===== config.mk =====
export PLATFORM = sky130hd
export DESIGN_NAME = gp_regfile_dbg_flat
export DESIGN_NICKNAME = d
export VERILOG_FILES = /design/src/rtl/gp_regfile_dbg_pkg.sv /design/src/rtl/gp_regfile_dbg_if.sv /design/src/rtl/gp_regfile_dbg_dump_fsm.sv /design/src/rtl/gp_regfile_dbg.sv /design/src/flat_wrapper.sv
export SDC_FILE = /design/constraint.sdc
export NUM_CORES = 1
export LEC_CHECK = 0
export ABC_AREA = 1
export ABC_CLOCK_PERIOD_IN_PS = 2720
export CAP_MARGIN = 20
export CORE_AREA = 2 2 100 102
export CTS_CLUSTER_SIZE = 20
export DETAILED_ROUTE_END_ITERATION = 10
export DIE_AREA = 0 0 102 104
export SLEW_MARGIN = 5
export SYNTH_ARGS = -nofsm -noshare
export SYNTH_HDL_FRONTEND = slang
export SYNTH_SLANG_ARGS = --single-unit

===== constraint.sdc =====
create_clock -name clock -period 2.72 [get_ports clock]
set_input_delay 0.272 -clock clock [delete_from_list [all_inputs] [get_ports clock]]
set_output_delay 0.272 -clock clock [all_outputs]
set_load 0.1 [all_outputs]

===== src/rtl/gp_regfile_dbg_pkg.sv =====
// Shared definitions for the i281 general-purpose register file slice.
// Holds the dump engine state encoding, the default datapath geometry
// reused by the register file top, and a small index range helper.
package regfile_pkg;

  // Dump engine states; encodings are fixed so the board display and UART
  // bridge can decode a probed state value directly.
  typedef enum logic [1:0] {
    DUMP_IDLE = 2'd0,
    DUMP_SHOW = 2'd1,
    DUMP_DONE = 2'd2
  } dump_state_t;

  // Default geometry of the original ABCD file.
  localparam int unsigned DEF_DATA_W   = 8;
  localparam int unsigned DEF_NUM_REGS = 4;
  localparam int unsigned DEF_ADDR_W   = 2;

  // True when a (zero-extended) register index names an existing register.
  // NUM_REGS need not be a power of two, so the top index codes can be empty.
  function automatic logic idx_in_range(input int unsigned idx,
                                        input int unsigned num_regs);
    return idx < num_regs;
  endfunction

endpackage


===== src/rtl/gp_regfile_dbg_if.sv =====
// Debug dump stream of the register file.
// Signals:
//   dump_start  consumer -> file   start a dump (pulse or level)
//   dump_ready  consumer -> file   current beat accepted
//   dump_valid  file -> consumer   a beat is presented
//   dump_idx    file -> consumer   register index of the beat
//   dump_data   file -> consumer   snapshot of that register
//   dump_busy   file -> consumer   engine not idle
//   dump_done   file -> consumer   one-cycle pulse after the last accept
// Modports: master = consumer (display/UART side), slave = register file.
interface gp_regfile_dbg_if
  import regfile_pkg::*;
#(
  parameter int unsigned DATA_W = DEF_DATA_W,
  parameter int unsigned ADDR_W = DEF_ADDR_W
);

  logic              dump_start;
  logic              dump_ready;
  logic              dump_valid;
  logic [ADDR_W-1:0] dump_idx;
  logic [DATA_W-1:0] dump_data;
  logic              dump_busy;
  logic              dump_done;

  modport master (
    output dump_start,
    output dump_ready,
    input  dump_valid,
    input  dump_idx,
    input  dump_data,
    input  dump_busy,
    input  dump_done
  );

  modport slave (
    input  dump_start,
    input  dump_ready,
    output dump_valid,
    output dump_idx,
    output dump_data,
    output dump_busy,
    output dump_done
  );

endinterface


===== src/rtl/gp_regfile_dbg_dump_fsm.sv =====
// Dump engine: walks register indices 0..NUM_REGS-1 with a valid/ready
// handshake, capturing a snapshot of each register as its beat is loaded.
// Ports:
//   clock, reset        rising-edge clock, async active-high reset
//   dump_start/ready    handshake inputs from the consumer
//   dump_valid/idx/data presented beat
//   dump_busy/done      engine status
//   snap_idx            register index the engine wants to load this cycle
//   snap_data           stored contents of register snap_idx (from the file)
module regfile_dump_fsm
  import regfile_pkg::*;
#(
  parameter int unsigned DATA_W   = DEF_DATA_W,
  parameter int unsigned NUM_REGS = DEF_NUM_REGS,
  parameter int unsigned ADDR_W   = DEF_ADDR_W
) (
  input  logic              clock,
  input  logic              reset,
  input  logic              dump_start,
  input  logic              dump_ready,
  output logic              dump_valid,
  output logic [ADDR_W-1:0] dump_idx,
  output logic [DATA_W-1:0] dump_data,
  output logic              dump_busy,
  output logic              dump_done,
  output logic [ADDR_W-1:0] snap_idx,
  input  logic [DATA_W-1:0] snap_data
);

  localparam logic [ADDR_W-1:0] LAST_IDX = ADDR_W'(NUM_REGS - 1);

  dump_state_t       state_q, state_d;
  logic              load;
  logic [ADDR_W-1:0] idx_q;
  logic [DATA_W-1:0] data_q;

  always_ff @(posedge clock or posedge reset) begin
    if (reset) begin
      state_q <= DUMP_IDLE;
      idx_q   <= '0;
      data_q  <= '0;
    end else begin
      state_q <= state_d;
      // Snapshot is the stored value ahead of any write on this same edge.
      if (load) begin
        idx_q  <= snap_idx;
        data_q <= snap_data;
      end
    end
  end

  always_comb begin
    state_d  = state_q;
    load     = 1'b0;
    snap_idx = '0;
    case (state_q)
      DUMP_IDLE: begin
        if (dump_start) begin
          state_d  = DUMP_SHOW;
          load     = 1'b1;
          snap_idx = '0;
        end
      end
      DUMP_SHOW: begin
        if (dump_ready) begin
          if (idx_q == LAST_IDX) begin
            state_d = DUMP_DONE;
          end else begin
            load     = 1'b1;
            snap_idx = idx_q + 1'b1;
          end
        end
      end
      DUMP_DONE: begin
        state_d = DUMP_IDLE;
      end
      default: begin
        state_d = DUMP_IDLE;
      end
    endcase
  end

  always_comb begin
    dump_valid = (state_q == DUMP_SHOW);
    dump_busy  = (state_q != DUMP_IDLE);
    dump_done  = (state_q == DUMP_DONE);
    dump_idx   = idx_q;
    dump_data  = data_q;
  end

endmodule


===== src/rtl/gp_regfile_dbg.sv =====
// Parametrised general-purpose register file for the multicycle i281
// datapath: one write port, two combinational read ports with optional
// write-to-read bypass, a run-qualified clear-all, and a debug dump engine.
// Ports:
//   clock, reset          rising-edge clock, async active-high reset
//   run                   CPU run enable, qualifies wr_en and clr
//   wr_en/wr_addr/wr_data write port (out-of-range index is ignored)
//   clr                   clear all registers (wins over a write)
//   rd_addr_a/rd_data_a   read port A (out-of-range index reads 0)
//   rd_addr_b/rd_data_b   read port B
//   dump                  debug dump stream (slave side)
module gp_regfile_dbg
  import regfile_pkg::*;
#(
  parameter int unsigned DATA_W   = DEF_DATA_W,
  parameter int unsigned NUM_REGS = DEF_NUM_REGS,
  parameter int unsigned ADDR_W   = DEF_ADDR_W,
  parameter bit          BYPASS   = 1'b1
) (
  input  logic              clock,
  input  logic              reset,
  input  logic              run,
  input  logic              wr_en,
  input  logic [ADDR_W-1:0] wr_addr,
  input  logic [DATA_W-1:0] wr_data,
  input  logic              clr,
  input  logic [ADDR_W-1:0] rd_addr_a,
  output logic [DATA_W-1:0] rd_data_a,
  input  logic [ADDR_W-1:0] rd_addr_b,
  output logic [DATA_W-1:0] rd_data_b,
  gp_regfile_dbg_if.slave   dump
);

  logic [DATA_W-1:0] regs [NUM_REGS];
  logic              clr_hit;
  logic              wr_hit;
  logic [ADDR_W-1:0] snap_idx;
  logic [DATA_W-1:0] snap_data;

  assign clr_hit = run & clr;
  assign wr_hit  = run & wr_en & ~clr & idx_in_range(32'(wr_addr), NUM_REGS);

  // Storage. Writes decode per register so an index with no backing
  // register simply matches nothing.
  always_ff @(posedge clock or posedge reset) begin
    if (reset) begin
      for (int unsigned i = 0; i < NUM_REGS; i++) regs[i] <= '0;
    end else if (clr_hit) begin
      for (int unsigned i = 0; i < NUM_REGS; i++) regs[i] <= '0;
    end else if (wr_hit) begin
      for (int unsigned i = 0; i < NUM_REGS; i++) begin
        if (wr_addr == ADDR_W'(i)) regs[i] <= wr_data;
      end
    end
  end

  // Read port A
  always_comb begin
    rd_data_a = '0;
    for (int unsigned i = 0; i < NUM_REGS; i++) begin
      if (rd_addr_a == ADDR_W'(i)) rd_data_a = regs[i];
    end
    if (BYPASS) begin
      if (clr_hit) begin
        rd_data_a = '0;
      end else if (wr_hit && (wr_addr == rd_addr_a)) begin
        rd_data_a = wr_data;
      end
    end
  end

  // Read port B
  always_comb begin
    rd_data_b = '0;
    for (int unsigned i = 0; i < NUM_REGS; i++) begin
      if (rd_addr_b == ADDR_W'(i)) rd_data_b = regs[i];
    end
    if (BYPASS) begin
      if (clr_hit) begin
        rd_data_b = '0;
      end else if (wr_hit && (wr_addr == rd_addr_b)) begin
        rd_data_b = wr_data;
      end
    end
  end

  // Snapshot source for the dump engine: stored contents only, never bypassed.
  always_comb begin
    snap_data = '0;
    for (int unsigned i = 0; i < NUM_REGS; i++) begin
      if (snap_idx == ADDR_W'(i)) snap_data = regs[i];
    end
  end

  regfile_dump_fsm #(
    .DATA_W   (DATA_W),
    .NUM_REGS (NUM_REGS),
    .ADDR_W   (ADDR_W)
  ) u_dump (
    .clock      (clock),
    .reset      (reset),
    .dump_start (dump.dump_start),
    .dump_ready (dump.dump_ready),
    .dump_valid (dump.dump_valid),
    .dump_idx   (dump.dump_idx),
    .dump_data  (dump.dump_data),
    .dump_busy  (dump.dump_busy),
    .dump_done  (dump.dump_done),
    .snap_idx   (snap_idx),
    .snap_data  (snap_data)
  );

endmodule


===== src/flat_wrapper.sv =====
// flat-port wrapper written by rule: the top's interface ports become plain ports
module gp_regfile_dbg_flat import regfile_pkg::*;
#(
  parameter int unsigned DATA_W   = DEF_DATA_W,
  parameter int unsigned NUM_REGS = DEF_NUM_REGS,
  parameter int unsigned ADDR_W   = DEF_ADDR_W,
  parameter bit          BYPASS   = 1'b1
)
  (clock, reset, run, wr_en, wr_addr, wr_data, clr, rd_addr_a, rd_data_a, rd_addr_b, rd_data_b, dump_dump_start, dump_dump_ready, dump_dump_valid, dump_dump_idx, dump_dump_data, dump_dump_busy, dump_dump_done);
  gp_regfile_dbg_if #(.DATA_W(DATA_W), .ADDR_W(ADDR_W)) dump_i ();
  input  logic clock;
  input  logic reset;
  input  logic run;
  input  logic wr_en;
  input  logic [ADDR_W-1:0] wr_addr;
  input  logic [DATA_W-1:0] wr_data;
  input  logic clr;
  input  logic [ADDR_W-1:0] rd_addr_a;
  output logic [DATA_W-1:0] rd_data_a;
  input  logic [ADDR_W-1:0] rd_addr_b;
  output logic [DATA_W-1:0] rd_data_b;
  input wire logic [$bits(dump_i.dump_start)-1:0] dump_dump_start;
  input wire logic [$bits(dump_i.dump_ready)-1:0] dump_dump_ready;
  output wire logic [$bits(dump_i.dump_valid)-1:0] dump_dump_valid;
  output wire logic [$bits(dump_i.dump_idx)-1:0] dump_dump_idx;
  output wire logic [$bits(dump_i.dump_data)-1:0] dump_dump_data;
  output wire logic [$bits(dump_i.dump_busy)-1:0] dump_dump_busy;
  output wire logic [$bits(dump_i.dump_done)-1:0] dump_dump_done;
  assign dump_i.dump_start = dump_dump_start;
  assign dump_i.dump_ready = dump_dump_ready;
  assign dump_dump_valid = dump_i.dump_valid;
  assign dump_dump_idx = dump_i.dump_idx;
  assign dump_dump_data = dump_i.dump_data;
  assign dump_dump_busy = dump_i.dump_busy;
  assign dump_dump_done = dump_i.dump_done;
  gp_regfile_dbg #(.DATA_W(DATA_W), .NUM_REGS(NUM_REGS), .ADDR_W(ADDR_W), .BYPASS(BYPASS)) u_core (.clock(clock), .reset(reset), .run(run), .wr_en(wr_en), .wr_addr(wr_addr), .wr_data(wr_data), .clr(clr), .rd_addr_a(rd_addr_a), .rd_data_a(rd_data_a), .rd_addr_b(rd_addr_b), .rd_data_b(rd_data_b), .dump(dump_i));
endmodule

==> run_1/registers.png <==
Scale: 3 px per um. Other sequential cells in the stronger grey, the rest of the logic in the fainter grey.
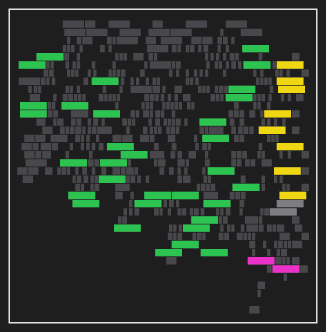
Key: yellow = `u_core.u_dump.dump_data` [flops 8]; magenta = `u_core.u_dump.state_q` [flops 2]; green = `u_core.regs` [flops 32]
Another 2 sequential cells are not coloured.

==> run_1/port_nets.png <==
Scale: 4 px per um.
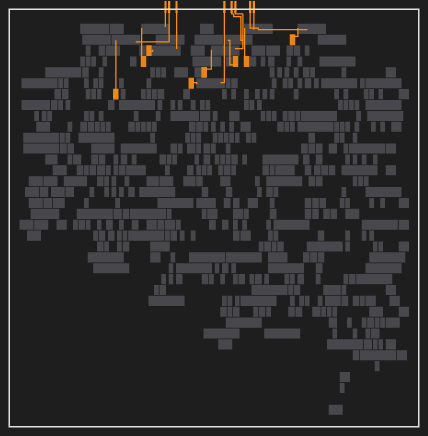
Key: orange = `rd_data_b` [bits 8, direction output, edge top, end cells 8, buffers 8, wire 146 um]

==> out/qor.csv, run 1 <==
stage;metric;value;unit
grt;grt_max_degree;45;
logic_synthesis;yosys.cell_types.count;24;
final_timing;hold_violations;0;
place;dp_hpwl;7270;um
final_timing;maxSlewHeadroom;60.7;%
logic_synthesis;logic_family;simple AND/OR/NAND/NOR gates;
worst_setup_path;end_kind;primary output;
grt;grt-ovfl-total;0;
worst_setup_path;cp_data_arrival_time;2180;ps
logic_synthesis;synthesis.area;2970;um^2
final_timing;tightest_slew;587;ps
worst_setup_path;path_delay_family;buffers and inverters;
power;powerDensity;832;nW/um^2
logic_synthesis;synth_nets;470;
final_timing;fin_worst_skew;7.99;ps
cts;cts_max_path_buffers;2;
logic_synthesis;ys.flops;44;
logic_synthesis;ys_sh_mux;0;%
floorplanning;die_w;102;um
cts;ctsRootBufferMaster;clkbuf_8;
worst_setup_path;slowest_delay;730;ps
final_timing;min_period_over_period;90.1;%
layout;num_antenna_cells;0;
place;dp_slack;300;ps
worst_setup_path;path_class;input port to primary output;
cts;cts_tree;yes;
floorplanning;die_y;104;um
logic_synthesis;synthAoiAreaFrac;14.6;%
detailed_routing;drt_iter0_markers;320;
status;status;complete, no violations;
final_timing;max_freq;0.408;GHz
logic_synthesis;yosysSeqAreaShare;37.1;%
detailed_routing;wirelength;9210;um
final_timing;tns;0;ps
detailed_routing;vias_per_cell;4.82;
final_timing;worst_slack;270;ps
cts;post_cts_buffers;0;
cts;hold_buffers;0;
layout;postLayoutCellArea;3750;um^2
worst_setup_path;worst-path-buf-inv;2;
worst_hold_path;min_path_type;input port to asynchronous set/reset pin;
cts;clk_pin_slew_worst_paths;90;ps
detailed_routing;antenna_left;0;
final_timing;rsz0062_at_grt;no;
power;finalPower;3.12;mW
floorplanning;rows;36;
worst_setup_path;critPathMostFrequentCell;nor2_1;
logic_synthesis;avgSynthCellArea;6.63;um^2
layout;fillCellCount;1022;
grt;grt_pass1_wl;15300;um
worst_setup_path;r2r_slack;1060;ps
final_timing;slew_violations;0;
detailed_routing;first_pass_iters;5;
place;portBuffers;49;
cts;cts.repair.resized;0;
cts;cts_buffers;5;
grt;gr-usage-all-layers;18.3;%
worst_setup_path;crit_chain;clkdlybuf4s50_1 -> xnor2_1 -> nand3_2 -> nand2_1 -> nor2_1 -> nor2_1 -> buf_12;
place;place_area;3670;um^2
power;ir_drop;407;uV
detailed_routing;num_vias;3011;
worst_setup_path;worst_ep_required_time;2450;ps
grt;antenna_found_initial;0;
logic_synthesis;ys_chip_area;2970;um^2
layout;drive_gt1_share;12.4;%
place;post-place-cells;618;
worst_setup_path;crit_fanout;16;
logic_synthesis;yosysWarningCount;0;
floorplanning;die_area;10600;um^2
layout;logic_area;1560;um^2
cts;cts.sinks;44;
logic_synthesis;area_leaders;dfrtp_1 (37%), nand2_1 (16%), nor2_1 (9.5%), o21ai_0 (8.3%), inv_1 (5.9%);
layout;regArea;1100;um^2
flow_run;cap_violations;0;
logic_synthesis;ys_sh_simple;36.3;%
final_timing;setup_viol;0;
==> run_1/final_congestion.png <==
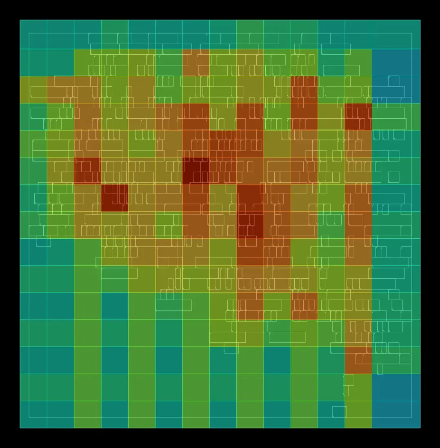
wire per inst: 14.7 um
Most Crowded Layer GR: met2
met2 Use GR: 28.6%
GRT met1 Usage: 26.1%
final design utilization: 39.2%

run 1: per-layer routing:
layer / up-vias / part of all wire [%] / track usage, %
li1: 1507 / - / -
met1: 1372 / 45 / 26.1
met2: 112 / 45 / 28.6
met3: 20 / 7.4 / 3.09
met4: 0 / 1.8 / 4.86
met5: - / 0 / 0
run 1: logic make-up (layout without fill, tap and decap cells):
logic type | after synthesis | count (layout)
and+or+nand+nor | 255 | 255
AOI/OAI and AO/OA | 78 | 78
adders and majority gates | 1 | 1
xor gates and xnor gates | 4 | 4
DFF | 44 | 44
buffers and inverters | 66 | 110
run 1: Yosys cell counts:
| library cell | instances |
|---|---|
| nand2_1 | 124 |
| nor2_1 | 75 |
| o21ai_0 | 49 |
| inv_1 | 47 |
| dfrtp_1 | 44 |
| nand3_1 | 34 |
| o21ai_1 | 17 |
| buf_2 | 9 |
| a22oi_1 | 8 |
| nand2_2 | 8 |
| buf_6 | 6 |
| nor3_1 | 5 |
| xnor2_1 | 4 |
| nand3_2 | 3 |
| nor2_2 | 3 |
| a21oi_1 | 2 |
| inv_2 | 2 |
| o21ai_4 | 2 |
| buf_4 | 1 |
| clkbuf_2 | 1 |
| ha_1 | 1 |
| nand4_1 | 1 |
| nor2_4 | 1 |
| nor2_8 | 1 |
run 1: path summary, 6_finish.rpt:
path                                             from                         end  depth (start not counted)
setup reg to reg            u_core.u_dump.dump_idx[0]  u_core.u_dump.dump_data[2]                          8
setup / recovery                           wr_addr[1]                rd_data_a[0]                          7
min in group clock         u_core.u_dump.dump_data[3]  u_core.u_dump.dump_data[3]                          2
hold reg to reg            u_core.u_dump.dump_data[3]  u_core.u_dump.dump_data[3]                          2
max in group asynchronous                       reset              u_core.regs[9]                          3
hold / removal                                  reset    u_core.u_dump.state_q[0]                          3
run 1: registers in the layout, summed over array words and instances, names as in the netlist:
| name | flops |
|---|---|
| u_core.u_dump.dump_data | 8 |
| u_core.u_dump.dump_idx | 2 |
| u_core.u_dump.state_q | 2 |
| u_core.regs | 32 |
run 1: tightest hold or removal path, stage by stage:
cell and delay [ps]:
clkdlybuf4s50_1 400, inv_1 50, buf_4 470
run 1: area by class of cell:
cell class                      instances  share of cell area (%)
Clock buffer                            5                    1.84
Clock inverter                          2                   0.334
Inverter                               49                    4.91
Multi-Input combinational cell        338                    41.6
Sequential cell                        44                    29.4
Tap cell                              133                    4.44
Timing Repair Buffer                   54                    17.5
run 1: cell usage in the layout, fill, tap and decap left out, types with 4 or more instances in the layout:
cell type / synthesis / layout
xnor2_1: 4 / 4
clkdlybuf4s50_1: 0 / 20
nand3_1: 34 / 34
nor2_1: 75 / 75
nor3_1: 5 / 5
nand2_1: 124 / 124
a22oi_1: 8 / 8
clkbuf_8: 0 / 5
buf_4: 1 / 18
nand2_2: 8 / 8
o21ai_0: 49 / 49
dfrtp_1: 44 / 44
buf_12: 0 / 16
o21ai_1: 17 / 17
inv_1: 47 / 47
run 1: power breakdown:
part | internal (mW) | switching (mW)
Clock | 0.174 | 0.230
Combinational | 0.471 | 1.32
Sequential | 0.786 | 0.138
==> run_1/pins.png <==
Scale: 3 px per um. Pins as bars across the die edge, other pins in grey.
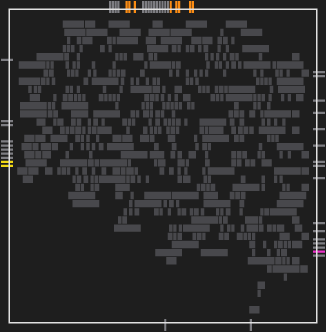

==> inputs of run 2 (changes only) <==
SKIP_CTS_REPAIR_TIMING = 1   (was unset)
SYNTH_HIERARCHICAL = 1   (was unset)
==> run_2/pins.png <==
Scale: 3 px per um. Pins as bars across the die edge, other pins in grey.
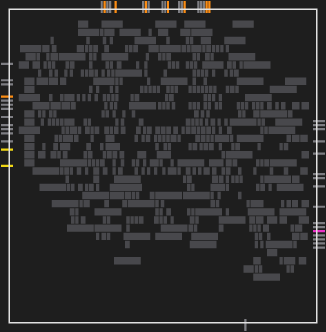
Key: yellow = `rd_addr_a` [pins 2, direction input, edge left]; magenta = `dump_dump_busy` [pins 1, direction output, edge right]; orange = `rd_data_b` [pins 8, direction output, edge 7 top, 1 left]
All pins by edge: 19 top, 16 right, 14 left, 1 bottom.

==> run_2/port_nets.png <==
Scale: 4 px per um.
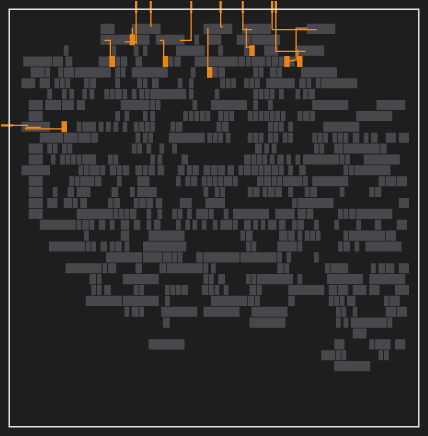
Key: orange = `rd_data_b` [bits 8, direction output, edge 7 top, 1 left, end cells 8, buffers 8, wire 133 um]

==> run 2 against run 1 <==
Effect of this change:
- core utilization rose by 0.96 points
- register-to-register slack got worse by 370 ps
- first-iteration DRC count fell by 33%
- worst hold slack got worse by 130 ps
- critical path depth rose by 2
- sequential share of layout area fell by 0.70 points
- synthesized cell count rose by 4.2%
- highest routed layer unchanged
- non-clock buffer count rose by 1
- total power rose by 2.0%
==> out/qor.csv, run 2 <==
stage;metric;value;unit;change
layout;num_antenna_cells;0;;unchanged
power;p_comb_share;54.7;%;was 57.4%
layout;regArea;1100;um^2;unchanged
final_timing;fin_worst_skew;8.22;ps;was 7.99 ps
logic_synthesis;yosys.cell_types.count;25;;was 24
worst_setup_path;cp_data_arrival_time;2130;ps;was 2180 ps
place;dp_slack;365;ps;was 300 ps
final_timing;setup_viol;0;;unchanged
detailed_routing;first_pass_iters;5;;unchanged
final_timing;worst_slack;319;ps;was 270 ps
layout;final_core_util;40.2;%;was 39.2%
floorplanning;die_y;104;um;unchanged
worst_setup_path;critPathMostFrequentCell;nand2_1;;was nor2_1
worst_setup_path;r2r-start;u_core/u_dump/dump_idx[0];;was u_core.u_dump.dump_idx[0]
power;seq_power_share;28.2;%;was 29.6%
power;finalPower;3.18;mW;was 3.12 mW
final_timing;tightest_slew;734;ps;was 587 ps
floorplanning;rows;36;;unchanged
worst_setup_path;worst_ep_required_time;2450;ps;about the same
cts;ctsRootBufferMaster;clkbuf_8;;unchanged
layout;lay_top_cells;nand2_1 (182), nor2_1 (65), dfrtp_1 (44), inv_1 (41), nand3_1 (39);;was nand2_1 (124), nor2_1 (75), o21ai_0 (49), inv_1 (47), dfrtp_1 (44)
flow_run;cap_violations;0;;unchanged
worst_setup_path;crit_fanout;13;;was 16
detailed_routing;wirelength;9160;um;was 9210 um
cts;cts.sinks;44;;unchanged
power;powerDensity;829;nW/um^2;was 832 nW/um^2
final_timing;tns;0;ps;unchanged
grt;grt_pass1_wl;14800;um;was 15300 um
worst_hold_path;min_path_type;input port to asynchronous set/reset pin;;unchanged
worst_setup_path;r2r_slack;690;ps;was 1060 ps
grt;antenna_found_initial;0;;unchanged
logic_synthesis;synth-main-ff-cell;dfrtp_1;;unchanged
cts;clk_pin_slew_worst_paths;90;ps;about the same
power;power_switching;1.65;mW;was 1.69 mW
detailed_routing;drt_iter0_markers;215;;was 320
status;status;complete, no violations;;unchanged
power;p_int;1.53;mW;was 1.43 mW
floorplanning;die_area;10600;um^2;unchanged
final_timing;rsz0062_at_grt;no;;unchanged
worst_setup_path;slowest_delay;640;ps;was 730 ps
logic_synthesis;ys.flops;44;;unchanged
power;ir_drop;424;uV;was 407 uV
detailed_routing;vias_per_cell;4.94;;was 4.82
logic_synthesis;yosysSeqAreaShare;37.0;%;was 37.1%
worst_setup_path;r2r_end;u_core/u_dump/dump_data[4];;was u_core.u_dump.dump_data[2]
worst_setup_path;reg2regPathDepth;11;;was 8
final_timing;maxSlewHeadroom;50.9;%;was 60.7%
grt;grt-ovfl-total;0;;unchanged
layout;fillCellCount;1028;;was 1022
worst_setup_path;end_kind;primary output;;unchanged
detailed_routing;wl_per_cell;14.1;um;was 14.7 um
layout;final_layout_top_logic_cell;nand2_1;;unchanged
detailed_routing;antenna_left;0;;unchanged
layout;logic_area;1630;um^2;was 1560 um^2
final_timing;min_period_over_period;88.3;%;was 90.1%
worst_setup_path;crit_chain;clkdlybuf4s50_1 -> inv_1 -> nand2_1 -> nand2_1 -> nand2_1 -> nor2_2 -> nor2_1 -> nor2_1 -> buf_12;;was clkdlybuf4s50_1 -> xnor2_1 -> nand3_2 -> nand2_1 -> nor2_1 -> nor2_1 -> buf_12
logic_synthesis;top_cell;nand2_1;;unchanged
place;dp_hpwl;7130;um;was 7270 um
layout;largest_reg_flops;32;;unchanged
logic_synthesis;yosysWarningCount;6;;was 0
-- run 2: cell types whose count changed in the layout (fill, tap and decap cells not counted), sizes merged, moves of 8 or more --
cell   delta
a21oi    +13
nand2    +55
nand3     +8
a22oi     -8
nor2     -10
o21ai    -34
-- run 2: cells by family (layout without fill, tap and decap cells) --
family / count (synthesis) / in the layout / synth area share, %
and+or+nand+nor: 305 / 305 / 42.8
AOI/OAI and AO/OA: 57 / 57 / 10.2
buffers and inverters: 57 / 106 / 8.48
DFF: 44 / 44 / 37.0
xor gates and xnor gates: 3 / 3 / 1.13
adders and majority gates: 1 / 1 / 0.420
-- run 2: area by class of cell --
cell class,instances,area share [%]
Tap cell,133,4.34
Multi-Input combinational cell,366,42.3
Sequential cell,44,28.7
Inverter,43,4.20
Clock inverter,2,1.01
Clock buffer,6,2.15
Timing Repair Buffer,55,17.3
-- run 2: stage by stage --
step | instance area [um^2] | instances | hold slack (ps)
after detailed placement | 3720 | 641 | 497
after global routing | 3840 | 649 | 342
after global placement | 3720 | 641 | 494
final | 3840 | 649 | 289
after floorplan | 2980 | 467 | 137
after CTS | 3840 | 649 | 303
-- run 2: power by group through the flow --
| stage | clock network (mW) | registers [mW] | logic (mW) |
|---|---|---|---|
| 6_report | 0.543 | 0.897 | 1.74 |
| 5_1_grt | 0.585 | 0.912 | 1.84 |
| 4_1_cts | 0.561 | 0.896 | 1.74 |
| 3_5_place_dp | 0 | 0.908 | 1.74 |
| 3_3_place_gp | 0 | 0.906 | 1.72 |
| 2_1_floorplan | 0 | 1.29 | 0.877 |
-- run 2: worst max path at each step --
stage | startpoint | to | depth (start not counted)
after floorplan | rd_addr_a[0] | rd_data_a[0] | 7
after global placement | rd_addr_a[1] | rd_data_a[6] | 8
after detailed placement | rd_addr_a[1] | rd_data_a[6] | 9
after CTS | rd_addr_a[1] | rd_data_a[6] | 9
after global routing | rd_addr_a[1] | rd_data_a[6] | 9
final | rd_addr_a[1] | rd_data_a[6] | 9
-- run 2: layer usage --
| layer | track usage (%) | vias to the layer above | routed length, um |
|---|---|---|---|
| li1 | - | 1568 | - |
| met1 | 23.6 | 1504 | 4120 |
| met2 | 28.4 | 116 | 4350 |
| met3 | 3.29 | 16 | 528 |
| met4 | 4.57 | 0 | 162 |
| met5 | 0 | - | 0 |
-- run 2: critical path: cells and delay by family --
kind / cells / cell delay (ps)
buffers and inverters: 3 / 1020
AND/OR/NAND/NOR: 6 / 830
==> inputs of run 3 (changes only) <==
CTS_CLUSTER_DIAMETER = 50   (was unset)
SETUP_SLACK_MARGIN = 0.02   (was unset)
==> run_3/metal_stack.png <==
Scale: 4 px per um.
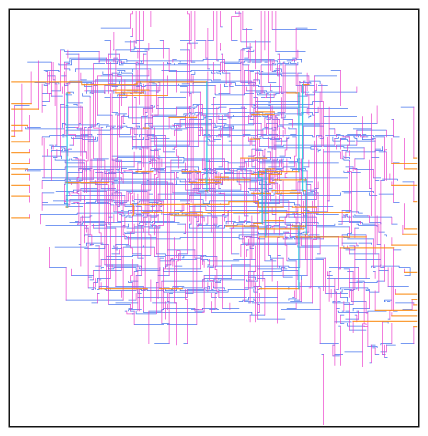
Key: orange = met3 [wire length 528 um]; blue = met1 [wire length 4120 um]; cyan = met4 [wire length 162 um]; magenta = met2 [wire length 4350 um]

==> run_3/registers.png <==
Scale: 3 px per um. Other sequential cells in the stronger grey, the rest of the logic in the fainter grey.
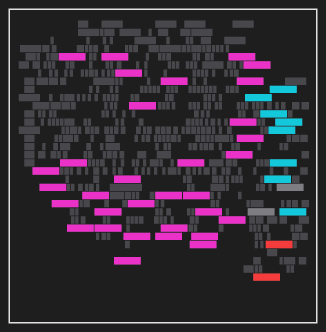
Key: magenta = `u_core/regs` [flops 32]; cyan = `u_core/u_dump/dump_data` [flops 8]; red = `u_core/u_dump/state_q` [flops 2]

==> run 3 against run 2 <==
Effect of this change:
- sequential cell count is the same
- largest cell class unchanged
- largest power group unchanged
- via count did not move
- highest routed layer unchanged
- global-route usage unchanged
==> out/qor.csv, run 3 <==
stage;metric;value;unit;change
logic_synthesis;yosysSeqAreaShare;37.0;%;unchanged
detailed_routing;first_pass_iters;5;;unchanged
place;dp_hpwl;7130;um;unchanged
final_timing;tightest_slew;734;ps;unchanged
power;powerDensity;829;nW/um^2;unchanged
worst_hold_path;min_path_type;input port to asynchronous set/reset pin;;unchanged
logic_synthesis;ys_chip_area;2980;um^2;unchanged
worst_setup_path;path_class;input port to primary output;;unchanged
place;dp_slack;365;ps;unchanged
layout;final_layout_top_logic_cell;nand2_1;;unchanged
detailed_routing;wl_per_cell;14.1;um;unchanged
cts;cts_buffers;5;;unchanged
worst_setup_path;cp_data_arrival_time;2130;ps;about the same
layout;largest_register;u_core/regs;;unchanged
grt;grt-ovfl-total;0;;unchanged
final_timing;worst_slack;319;ps;unchanged
grt;met3_usage;3.29;%;unchanged
final_timing;fin_worst_skew;8.22;ps;unchanged
cts;cts.sinks;44;;unchanged
floorplanning;rows;36;;unchanged
logic_synthesis;synthesis.area;2980;um^2;unchanged
grt;grt_pass1_wl;14800;um;unchanged
layout;fin_cells;649;;unchanged
worst_setup_path;end_kind;primary output;;unchanged
final_timing;min_period_over_period;88.3;%;unchanged
flow_run;cap_violations;0;;unchanged
grt;grt_max_degree;33;;unchanged
worst_setup_path;slowest_delay;640;ps;about the same
final_timing;whs;289;ps;unchanged
final_timing;rsz0062_at_grt;no;;unchanged
grt;use_met2;28.4;%;unchanged
final_timing;maxSlewHeadroom;50.9;%;unchanged
logic_synthesis;synth-main-ff-cell;dfrtp_1;;unchanged
layout;lay_top_cells;nand2_1 (182), nor2_1 (65), dfrtp_1 (44), inv_1 (41), nand3_1 (39);;unchanged
logic_synthesis;async_flop_share;100;%;unchanged
worst_setup_path;crit_fanout;13;;unchanged
worst_setup_path;worst_ep_required_time;2450;ps;about the same
logic_synthesis;yosysTopAreaCell;dfrtp_1;;unchanged
cts;clk_pin_slew_worst_paths;90;ps;about the same
logic_synthesis;avgSynthCellArea;6.38;um^2;unchanged
logic_synthesis;area_leaders;dfrtp_1 (37%), nand2_1 (23%), nor2_1 (8.2%), nand3_1 (6.6%), inv_1 (5.2%);;unchanged
floorplanning;die_area;10600;um^2;unchanged
logic_synthesis;top_cell;nand2_1;;unchanged
detailed_routing;drt_iter0_markers;215;;unchanged
worst_setup_path;path_delay_family;buffers and inverters;;unchanged
grt;grt_busiest_layer;met2;;unchanged
final_timing;hold_violations;0;;unchanged
final_timing;slew_violations;0;;unchanged
worst_setup_path;worst-path-buf-inv;3;;unchanged
layout;fillCellCount;1028;;unchanged
logic_synthesis;yosysWarningCount;6;;unchanged
logic_synthesis;yosys.cell_types.count;25;;unchanged
logic_synthesis;ys.flops;44;;unchanged
grt;gr-usage-all-layers;17.5;%;unchanged
layout;final_core_util;40.2;%;unchanged
place;place_area;3720;um^2;unchanged
floorplanning;die_y;104;um;unchanged
power;finalPower;3.18;mW;unchanged
final_timing;max_freq;0.417;GHz;unchanged
grt;antenna_found_initial;0;;unchanged
status;status;complete, no violations;;unchanged
layout;postLayoutCellArea;3840;um^2;unchanged
layout;largest_reg_flops;32;;unchanged
power;ir_drop;424;uV;unchanged
detailed_routing;num_vias;3204;;unchanged
grt;use_met1;23.6;%;unchanged
cts;ctsRootBufferMaster;clkbuf_8;;unchanged
logic_synthesis;synth_nets;489;;unchanged
cts;cts_max_path_buffers;2;;unchanged
cts;cts_tree;yes;;unchanged
logic_synthesis;yosys-top-cells-count;nand2_1 (182), nor2_1 (65), dfrtp_1 (44);;unchanged
floorplanning;die_w;102;um;unchanged
layout;drive_gt1_share;12.0;%;unchanged
detailed_routing;vias_per_cell;4.94;;unchanged
place;post-place-cells;641;;unchanged
worst_setup_path;crit_chain;clkdlybuf4s50_1 -> inv_1 -> nand2_1 -> nand2_1 -> nand2_1 -> nor2_2 -> nor2_1 -> nor2_1 -> buf_12;;unchanged
-- run 3: cell counts after synthesis --
Identical to the previous run, type by type.
-- run 3: cell type report --
class                   count  area, um^2  share of cell area (%)
repair buffers             55         663                    17.3
clock inverters             2        38.8                    1.01
flip-flops and latches     44        1100                    28.7
multi-input cells         366        1630                    42.3
inverters                  43         161                    4.20
well taps                 133         166                    4.34
clock buffers               6        82.6                    2.15
-- run 3: final timing paths --
check	start	to	slack, ps	cells past startpoint
max reg2reg	u_core/u_dump/dump_idx[0]	u_core/u_dump/dump_data[4]	690	11
min in group clock	u_core/u_dump/dump_data[2]	u_core/u_dump/dump_data[2]	520	2
min reg2reg	u_core/u_dump/dump_data[2]	u_core/u_dump/dump_data[2]	520	2
max	rd_addr_a[1]	rd_data_a[6]	320	9
min	reset	u_core/u_dump/state_q[1]	290	2
max in group asynchronous	reset	u_core/regs[14]	2020	3
-- run 3: logic make-up after synthesis --
kind of cell	synth area share, %
buffers and inverters	8.48
AND/OR/NAND/NOR	42.8
XOR/XNOR	1.13
flip-flops	37.0
adder cells (fa/ha/maj)	0.420
AND-OR/OR-AND	10.2
-- run 3: per-layer routing --
metal / vias up / part of all wire [%]
met5: - / 0
met4: 0 / 1.8
met3: 16 / 5.8
met2: 116 / 47
li1: 1568 / -
met1: 1504 / 45
-- run 3: power by group --
group | switching, mW | total, mW | leakage (nW) | internal, mW
registers | 0.112 | 0.897 | 0.559 | 0.784
logic | 1.29 | 1.74 | 1.40 | 0.447
clock network | 0.242 | 0.543 | 0.0614 | 0.301
-- run 3: worst register-to-register path: cells and delay by family, from the launching register on --
kind	cells	cell delay [ps]
buffers and inverters	2	310
AOI/OAI and AO/OA	2	290
adders and majority gates	1	230
and+or+nand+nor	6	680
DFF	1	420
Power figures rest on the tool's default switching activity, not on a simulated workload.
